<file path="config.mk">
export PLATFORM = sky130hd
export DESIGN_NAME = sev_seg_display_scheduler
export DESIGN_NICKNAME = d
export VERILOG_FILES = /design/src/rtl/sev_seg_pkg.sv /design/src/rtl/hex_to_sev_seg.sv /design/src/rtl/sev_seg_display_scheduler.sv
export SDC_FILE = /design/constraint.sdc
export NUM_CORES = 1
export LEC_CHECK = 0
export CAP_MARGIN = 20
export CORE_ASPECT_RATIO = 0.75
export CORE_MARGIN = 10
export CORE_UTILIZATION = 52
export DETAILED_ROUTE_END_ITERATION = 10
export GPL_TIMING_DRIVEN = 0
export HOLD_SLACK_MARGIN = 0.06
export PLACE_DENSITY_LB_ADDON = 0.12
export SYNTH_ARGS = -nofsm -noshare
export SYNTH_HDL_FRONTEND = slang
export SYNTH_SLANG_ARGS = --single-unit
</file>
<file path="constraint.sdc">
create_clock -name clk -period 5.2 [get_ports clk]
set_input_delay 0.52 -clock clk [delete_from_list [all_inputs] [get_ports clk]]
set_output_delay 0.52 -clock clk [all_outputs]
set_load 0.02 [all_outputs]
</file>
<file path="src/rtl/sev_seg_pkg.sv">
// Shared definitions for the seven-segment display scheduler:
// scheduler state encoding, hex-to-segment table and time conversion.
package sev_seg_pkg;

  // Scheduler states: nobody owns the display, an owner is shown, or the
  // blank gap between two owners.
  typedef enum logic [1:0] {
    IDLE = 2'd0,
    SHOW = 2'd1,
    GAP  = 2'd2
  } sched_state_t;

  // Active-high segments {g,f,e,d,c,b,a}, indexed by nibble value.
  // 'b' and 'd' are drawn lowercase so they are not confused with 8 and 0.
  localparam logic [6:0] SEG_TABLE [16] = '{
    7'h3F,  // 0
    7'h06,  // 1
    7'h5B,  // 2
    7'h4F,  // 3
    7'h66,  // 4
    7'h6D,  // 5
    7'h7D,  // 6
    7'h07,  // 7
    7'h7F,  // 8
    7'h6F,  // 9
    7'h77,  // A
    7'h7C,  // b
    7'h39,  // C
    7'h5E,  // d
    7'h79,  // E
    7'h71   // F
  };

  // Milliseconds to clock ticks; never returns less than one tick so the
  // counters always have a valid reload value.
  function automatic int unsigned ms_to_ticks(input int unsigned clk_freq,
                                              input int unsigned ms);
    longint unsigned ticks;
    ticks = (longint'(clk_freq) * longint'(ms)) / 1000;
    if (ticks < 1) ticks = 1;
    return int'(ticks);
  endfunction

endpackage

</file>
<file path="src/rtl/hex_to_sev_seg.sv">
// Combinational hex nibble to seven-segment decoder.
module hex_to_sev_seg
  import sev_seg_pkg::*;
(
  input  logic [3:0] nibble,
  output logic [6:0] seg
);

  // Straight table lookup; the table holds the glyph for every nibble.
  assign seg = SEG_TABLE[nibble];

endmodule

</file>
<file path="src/rtl/sev_seg_display_scheduler.sv">
// Time-shares one 4-digit seven-segment display between NUM_REQ requesters.
// Round-robin grant, fixed dwell per owner, short blank gap between owners.
// All outputs are registered.
module sev_seg_display_scheduler
  import sev_seg_pkg::*;
#(
  parameter int NUM_REQ  = 4,
  parameter int CLK_FREQ = 1_000,
  parameter int DWELL_MS = 1000,
  parameter int BLANK_MS = 50
) (
  input  logic                   clk,
  input  logic                   rst,
  input  logic                   en,
  input  logic [NUM_REQ-1:0]     req,
  input  logic [16*NUM_REQ-1:0]  value,
  input  logic [4*NUM_REQ-1:0]   dots_in,
  output logic [NUM_REQ-1:0]     grant,
  output logic [6:0]             digit_0,
  output logic [6:0]             digit_1,
  output logic [6:0]             digit_2,
  output logic [6:0]             digit_3,
  output logic [3:0]             dots,
  output logic                   display_en
);

  localparam int unsigned DWELL_TICKS = ms_to_ticks(CLK_FREQ, DWELL_MS);
  localparam int unsigned BLANK_TICKS = ms_to_ticks(CLK_FREQ, BLANK_MS);
  localparam int unsigned MAX_TICKS   = (DWELL_TICKS > BLANK_TICKS) ? DWELL_TICKS : BLANK_TICKS;
  localparam int CNT_W = $clog2(MAX_TICKS + 1);
  localparam int PTR_W = $clog2(NUM_REQ);

  localparam logic [CNT_W-1:0] DWELL_LOAD = CNT_W'(DWELL_TICKS - 1);
  localparam logic [CNT_W-1:0] BLANK_LOAD = CNT_W'(BLANK_TICKS - 1);
  localparam logic [PTR_W-1:0] PTR_INIT   = PTR_W'(NUM_REQ - 1);

  // Scheduler state
  sched_state_t      state_reg, state_next;
  logic [PTR_W-1:0]  rr_ptr_reg, rr_ptr_next;
  logic [CNT_W-1:0]  dwell_reg, dwell_next;
  logic [CNT_W-1:0]  blank_reg, blank_next;

  // Output registers
  logic [NUM_REQ-1:0] grant_reg, grant_next;
  logic [6:0]         digit_reg  [4];
  logic [6:0]         digit_next [4];
  logic [3:0]         dots_reg, dots_next;
  logic               display_en_reg, display_en_next;

  // Per-requester views of the packed value/dots buses
  logic [15:0] req_value [NUM_REQ];
  logic [3:0]  req_dots  [NUM_REQ];
  logic [15:0] owner_value;
  logic [6:0]  seg_live  [4];

  // Arbiter result
  logic             arb_found;
  logic [PTR_W-1:0] arb_idx;
  logic             owner_req;
  logic             other_req;

  genvar gi;

  generate
    for (gi = 0; gi < NUM_REQ; gi++) begin : g_unpack
      assign req_value[gi] = value[16*gi +: 16];
      assign req_dots[gi]  = dots_in[4*gi +: 4];
    end
  endgenerate

  // The owner is always the requester rr_ptr points at while in SHOW.
  assign owner_value = req_value[rr_ptr_reg];

  generate
    for (gi = 0; gi < 4; gi++) begin : g_hex
      hex_to_sev_seg u_hex (
        .nibble (owner_value[4*gi +: 4]),
        .seg    (seg_live[gi])
      );
    end
  endgenerate

  assign owner_req = |(req & grant_reg);
  assign other_req = |(req & ~grant_reg);

  // Round-robin search starting just after the last winner, wrapping.
  always_comb begin
    int cand;
    logic [PTR_W-1:0] cand_idx;
    arb_found = 1'b0;
    arb_idx   = '0;
    cand      = 0;
    cand_idx  = '0;
    for (int k = 1; k <= NUM_REQ; k++) begin
      cand     = (int'(rr_ptr_reg) + k) % NUM_REQ;
      cand_idx = PTR_W'(cand);
      if (!arb_found && req[cand_idx]) begin
        arb_found = 1'b1;
        arb_idx   = cand_idx;
      end
    end
  end

  // Next-state logic; with en low every piece of scheduler state holds.
  always_comb begin
    state_next  = state_reg;
    rr_ptr_next = rr_ptr_reg;
    dwell_next  = dwell_reg;
    blank_next  = blank_reg;
    grant_next  = grant_reg;
    if (en) begin
      case (state_reg)
        IDLE: begin
          if (arb_found) begin
            state_next  = SHOW;
            rr_ptr_next = arb_idx;
            grant_next  = NUM_REQ'(1) << arb_idx;
            dwell_next  = DWELL_LOAD;
          end
        end
        SHOW: begin
          // A drop wins over a simultaneous dwell expiry.
          if (!owner_req) begin
            state_next = GAP;
            grant_next = '0;
            blank_next = BLANK_LOAD;
          end else if (dwell_reg == '0) begin
            if (other_req) begin
              state_next = GAP;
              grant_next = '0;
              blank_next = BLANK_LOAD;
            end else begin
              // Sole requester keeps the display without a blank.
              dwell_next = DWELL_LOAD;
            end
          end else begin
            dwell_next = dwell_reg - CNT_W'(1);
          end
        end
        GAP: begin
          if (blank_reg == '0) begin
            if (arb_found) begin
              state_next  = SHOW;
              rr_ptr_next = arb_idx;
              grant_next  = NUM_REQ'(1) << arb_idx;
              dwell_next  = DWELL_LOAD;
            end else begin
              state_next = IDLE;
            end
          end else begin
            blank_next = blank_reg - CNT_W'(1);
          end
        end
        default: begin
          state_next = IDLE;
          grant_next = '0;
        end
      endcase
    end
  end

  // Display data follows the owner live while it stays in SHOW, else blank.
  always_comb begin
    display_en_next = en && (state_next == SHOW);
    dots_next       = dots_reg;
    for (int d = 0; d < 4; d++) digit_next[d] = digit_reg[d];
    if (en) begin
      if (state_reg == SHOW && state_next == SHOW) begin
        for (int d = 0; d < 4; d++) digit_next[d] = seg_live[d];
        dots_next = req_dots[rr_ptr_reg];
      end else begin
        for (int d = 0; d < 4; d++) digit_next[d] = '0;
        dots_next = '0;
      end
    end
  end

  // Scheduler state registers.
  always_ff @(posedge clk or posedge rst) begin
    if (rst) begin
      state_reg  <= IDLE;
      rr_ptr_reg <= PTR_INIT;
      dwell_reg  <= '0;
      blank_reg  <= '0;
    end else begin
      state_reg  <= state_next;
      rr_ptr_reg <= rr_ptr_next;
      dwell_reg  <= dwell_next;
      blank_reg  <= blank_next;
    end
  end

  // Output registers.
  always_ff @(posedge clk or posedge rst) begin
    if (rst) begin
      grant_reg      <= '0;
      dots_reg       <= '0;
      display_en_reg <= 1'b0;
      for (int d = 0; d < 4; d++) digit_reg[d] <= '0;
    end else begin
      grant_reg      <= grant_next;
      dots_reg       <= dots_next;
      display_en_reg <= display_en_next;
      for (int d = 0; d < 4; d++) digit_reg[d] <= digit_next[d];
    end
  end

  assign grant      = grant_reg;
  assign digit_0    = digit_reg[0];
  assign digit_1    = digit_reg[1];
  assign digit_2    = digit_reg[2];
  assign digit_3    = digit_reg[3];
  assign dots       = dots_reg;
  assign display_en = display_en_reg;

endmodule

</file>
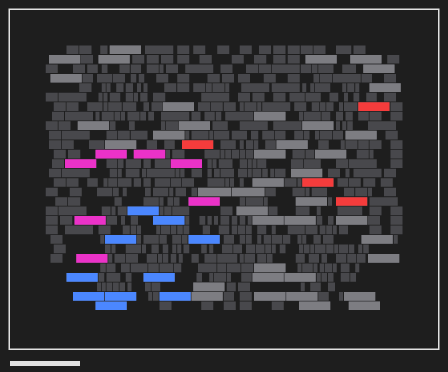
Figure 1: run 1, sequential cells coloured by netlist name.
The bar under the picture is 20 microns long. Other sequential cells in the stronger grey, the rest of the logic in the fainter grey.
netlist name	colour	placed flops
dwell_reg	blue	10
dots	red	4
digit_1	magenta	7
not coloured	40
sequential cell area: 1530 sq um
fin util: 0.726
flop share of the area: 0.270
Sequential Power: 729 uW

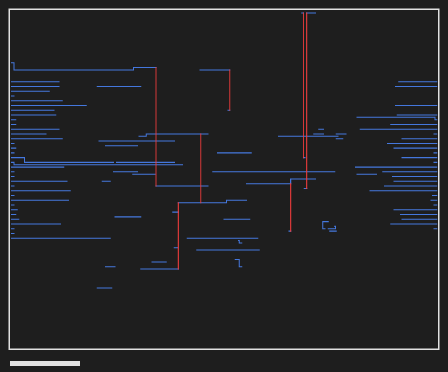
Figure 2: run 1, routed metal, one colour a layer.
The bar under the picture is 20 microns long. Only two layers are drawn.
layer	colour	wire length
M4	red	190 microns
M3	blue	1020 microns
DR WL/cell: 19.1 microns
DRT Wirelength: 12.4 mm
routed vias: 3776

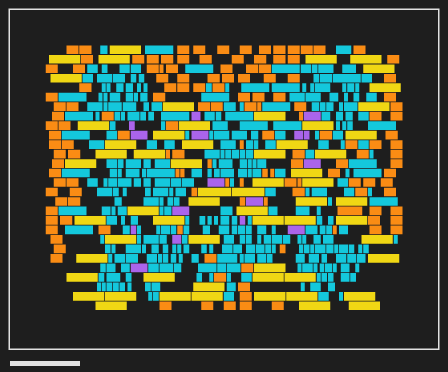
Figure 3: run 1, cells coloured by class.
The bar under the picture is 20 microns long.
class	colour	cells
remaining logic cells	cyan	326
remaining buffers and delay cells	orange	143
clock drivers and dummy loads	purple	16
registers	yellow	61
number of cell rows: 28
Finished Cell Area: 5670 sq um

run 1: stage by stage:
step                      total power, mW  setup slack [ns]  hold WS [ns]  utilization
after floorplan                      1.88              2.37         0.458            -
after global placement               2.34              1.67         0.462        0.702
after detailed placement             2.41              1.56         0.473        0.704
after CTS                            2.80              1.55         0.490        0.726
after global routing                 3.00              1.36         0.509        0.726
final                                2.80              1.57         0.483        0.726
run 1: worst max-delay path by stage:
stage,slack (ns),endpoint,cells past startpoint,start
2_1_floorplan,2.37,digit_1[3],7,rr_ptr_reg[0]
3_3_place_gp,1.67,digit_3[3],9,rr_ptr_reg[1]
3_5_place_dp,1.56,digit_2[3],9,rr_ptr_reg[1]
4_1_cts,1.55,digit_2[3],9,rr_ptr_reg[1]
5_1_grt,1.36,digit_3[4],10,rr_ptr_reg[1]
6_report,1.57,digit_3[3],9,rr_ptr_reg[1]
run 1: layout by cell type (no fill, tap or decap), types with 3 or more instances in the layout:
master / netlist / final
nand3_1: 10 / 10
clkinvlp_4: 0 / 3
or2b_2: 4 / 4
nor2b_1: 9 / 9
mux4_2: 23 / 23
a31oi_1: 4 / 4
nor2_1: 17 / 17
o21ai_0: 33 / 33
nand2_1: 42 / 42
clkbuf_8: 0 / 9
inv_1: 29 / 28
nand2b_1: 4 / 4
mux2i_1: 7 / 7
or2_2: 5 / 5
mux2_2: 9 / 9
buf_2: 5 / 5
nor3_1: 7 / 7
dfrtp_1: 59 / 59
o31ai_1: 4 / 4
a21oi_1: 9 / 9
clkinv_2: 0 / 4
clkbuf_1: 13 / 13
o2bb2ai_1: 26 / 26
o22ai_1: 6 / 6
a22oi_1: 5 / 5
a21o_1: 8 / 8
clkdlybuf4s50_1: 0 / 123
nand4_1: 3 / 3
a22o_1: 6 / 6
a211oi_1: 3 / 3
ha_1: 22 / 22
or4_1: 5 / 5
==> flow_metrics.tcl, run 1 <==
# place-and-route summary
set metrics [dict create \
    synthTopCellsByArea "dfrtp_1 (36%), mux4_2 (13%), ha_1 (6.7%), o2bb2ai_1 (5.5%), o21ai_0 (4.0%)" \
    rsz0062_at_grt "false" \
    cp_slowest_cell "buf_1" \
    n_antenna_cell 0 \
    setup_viol 0 \
    dominant_cells "combinational gates" \
    clock_buffers 9 \
    cp-end-kind "register" \
    layout.cells.non_filler 651 \
    grt_pass1_wl_mm 19.8 \
    met1_length_mm 5.16 \
    fp_util 0.527 \
    fill_cells 580 \
    r2r_end "digit_3[3]" \
    ys_warn_count 0 \
    grtUsageMet1 0.255 \
    cts_resized 0 \
    ys_top_logic_family "AND-OR/OR-AND gates" \
    ys_sh_simple 0.147 \
    intPower_mw 1.56 \
    ys_sh_adder 0.0668 \
    layout-drive-gt1-share 0.137 \
    cap_violations 0 \
    grt_usage 0.208 \
    status "complete, no violations" \
    critical-path-top-delay-family "buffers and inverters" \
    postSynthCellCount 406 \
    antenna_found_initial 0 \
    first_pass_iters 4 \
    top_cell_area_share 0.358 \
    syn_avg_cell_area_sq_um 10.1 \
    drtAntennaViolNets 0 \
]
Figure 4. Track usage over the die (run 1).
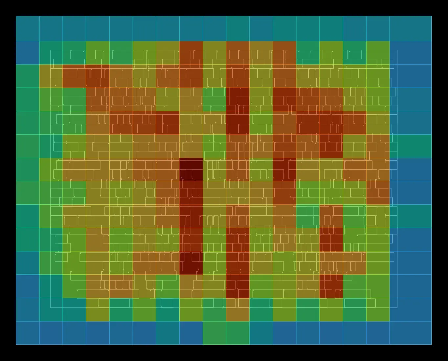

--- run 2 (diff from run 1) ---
--- a/config.mk
+++ b/config.mk
@@ -8,7 +8,7 @@
 export CAP_MARGIN = 20
 export CORE_ASPECT_RATIO = 0.75
 export CORE_MARGIN = 10
-export CORE_UTILIZATION = 52
+export CORE_UTILIZATION = 43
 export DETAILED_ROUTE_END_ITERATION = 10
 export GPL_TIMING_DRIVEN = 0
 export HOLD_SLACK_MARGIN = 0.06
==> constraint.sdc (replaced) <==
create_clock -name clk -period 3.1 [get_ports clk]
set_input_delay 0.31 -clock clk [delete_from_list [all_inputs] [get_ports clk]]
set_output_delay 0.31 -clock clk [all_outputs]
set_load 0.02 [all_outputs]
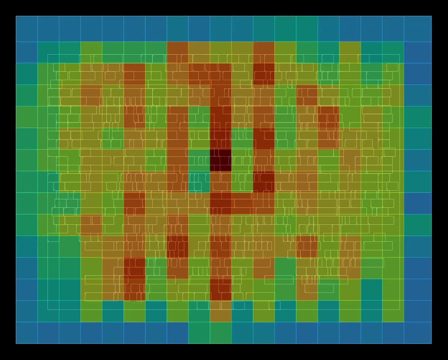
Figure 5: run 2, track usage over the die.
fin util: 0.636
met1 Track Usage GR: 0.226
met2 Use GR: 0.281
GR Util All Layers: 0.175
M3 GR Usage: 0.0545

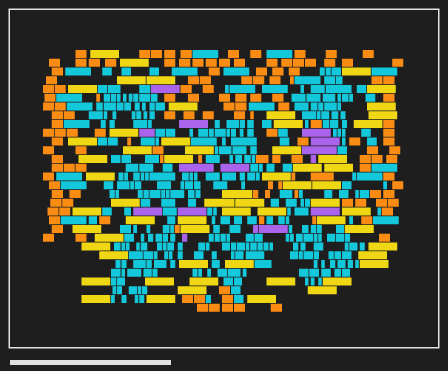
Figure 6: run 2, cells coloured by class.
The bar under the picture is 50 microns long.
class	colour	cells
registers	yellow	61
remaining logic cells	cyan	326
clock drivers and dummy loads	purple	15
remaining buffers and delay cells	orange	141
flop share of the area: 0.261
number of cell rows: 30
Core ar.: 9200 sq um
Finished Cell Area: 5850 sq um

==> run 2 against run 1 <==
  * Power up 83%
  * Synthesized area unchanged
  * Global-route usage down 3.2 points
  * Cell area up 3.2%
  * Fmax up 26%
  * Register-to-register slack worse by 1.3 ns
  * Critical endpoint is now digit_3[4]
  * Die area up 17%
  * Sequential power up 74%
  * Wire length down 0.50%
  * First-iteration DRC count up 53%
  * Via count down 2.0%
==> flow_metrics.tcl, run 2 <==
# place-and-route summary
set metrics [dict create \
    critical-path-top-delay-family "buffers and inverters" \
    ys_sh_simple 0.147 \
    critPathCapture "digit_3[4]" \
    fin_ws_ns 0.222 \
    layout-drive-gt1-share 0.140 \
    ys_warn_count 0 \
    lay_top_cells "clkdlybuf4s50_1 (123), dfrtp_1 (59), nand2_1 (42)" \
    first_pass_iters 4 \
    antenna_found_initial 0 \
    cp_slowest_cell "dfstp_2" \
    rsz0062_at_grt "false" \
    ys_top_logic_family "AND-OR/OR-AND gates" \
    status "complete, no violations" \
    post-cts-setup-buffers 0 \
    whs_ns 0.395 \
    critPathLaunch "rr_ptr_reg[1]" \
    syn_avg_cell_area_sq_um 10.1 \
    wl_mm 12.4 \
    cp-end-kind "register" \
    grt_overflow 0 \
    lay_top_count "clkdlybuf4s50_1" \
    layout.cells.non_filler 671 \
    fp_util 0.448 \
    tightest_slew_ns 0.604 \
    wire_per_inst_microns 18.4 \
    vias 3701 \
    met1_length_mm 5.54 \
    n_antenna_cell 0 \
    dp_slack_ns -0.617 \
    syn2layout_area_growth_pct 42.0 \
    setup_viol 0 \
    crit_cells 9 \
    ys_sh_adder 0.0668 \
    grt_pass1_wl_mm 19.9 \
    cap_violations 0 \
    drtAntennaViolNets 0 \
    postSynthCellCount 406 \
]
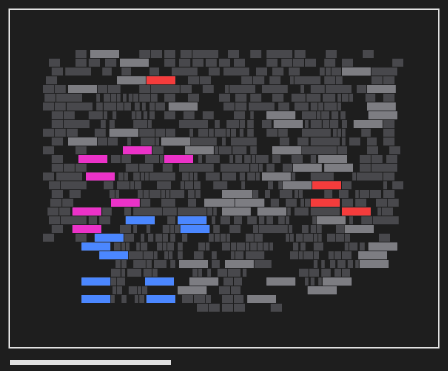
Figure 7: run 2, sequential cells coloured by netlist name.
The bar under the picture is 50 microns long. Other sequential cells in the stronger grey, the rest of the logic in the fainter grey.
netlist name	colour	placed flops
digit_1	magenta	7
dwell_reg	blue	10
dots	red	4
not coloured	40
Sequential Power: 1.27 mW

==> run 2: netlist changes by cell type in the layout (fill, tap and decap cells not counted), sizes merged <==
cell and delta:
clkinvlp -3, clkinv -1, bufinv +2, clkbuf -1
==> run 2: final cells by class <==
| class | instances | area (sq um) | area share |
|---|---|---|---|
| Sequential cell | 61 | 1530 | 0.261 |
| Clock buffer | 10 | 239 | 0.0409 |
| Buffer | 17 | 81.3 | 0.0139 |
| Clock inverter | 5 | 75.1 | 0.0128 |
| Multi-Input combinational cell | 296 | 2400 | 0.410 |
| Inverter | 30 | 113 | 0.0193 |
| Tap cell | 128 | 160 | 0.0274 |
| Timing Repair Buffer | 124 | 1250 | 0.214 |
==> run 2: power by group <==
group | switching (mW) | internal [mW]
sequential | 0.224 | 1.04
combinational | 1.49 | 1.30
clock | 0.350 | 0.716
==> run 2: stage by stage <==
step	setup TNS [ns]	total power, mW
after floorplan	0	3.15
after global placement	-6.33	3.97
after detailed placement	-8.00	4.05
after CTS	0	5.15
after global routing	0	5.49
final	0	5.12
==> run 2: how the worst min path moves through the flow <==
stage / startpoint / end / slack (ns) / cells past startpoint
floorplan: dwell_reg[9] / dwell_reg[9] / 0.46 / 1
global placement: digit_3[4] / digit_3[4] / 0.46 / 1
detailed placement: digit_2[4] / digit_2[4] / 0.47 / 1
CTS: rst / dots[2] / 0.42 / 2
global route: rst / blank_reg[7] / 0.47 / 2
finish: rst / dots[0] / 0.40 / 2
==> run 2: routing by layer <==
layer  GRT usage  vias up
li1            -     1783
met1       0.226     1797
met2       0.281      112
met3      0.0545        9
met4      0.0408        0
met5           0        -
==> run 2: what timing repair did <==
item                                    4_1_cts  5_1_grt
hold buffers                                  0        0
endpoints found under the setup margin       26        4
resized                                       5        0
Power figures rest on the tool's default switching activity, not on a simulated workload.
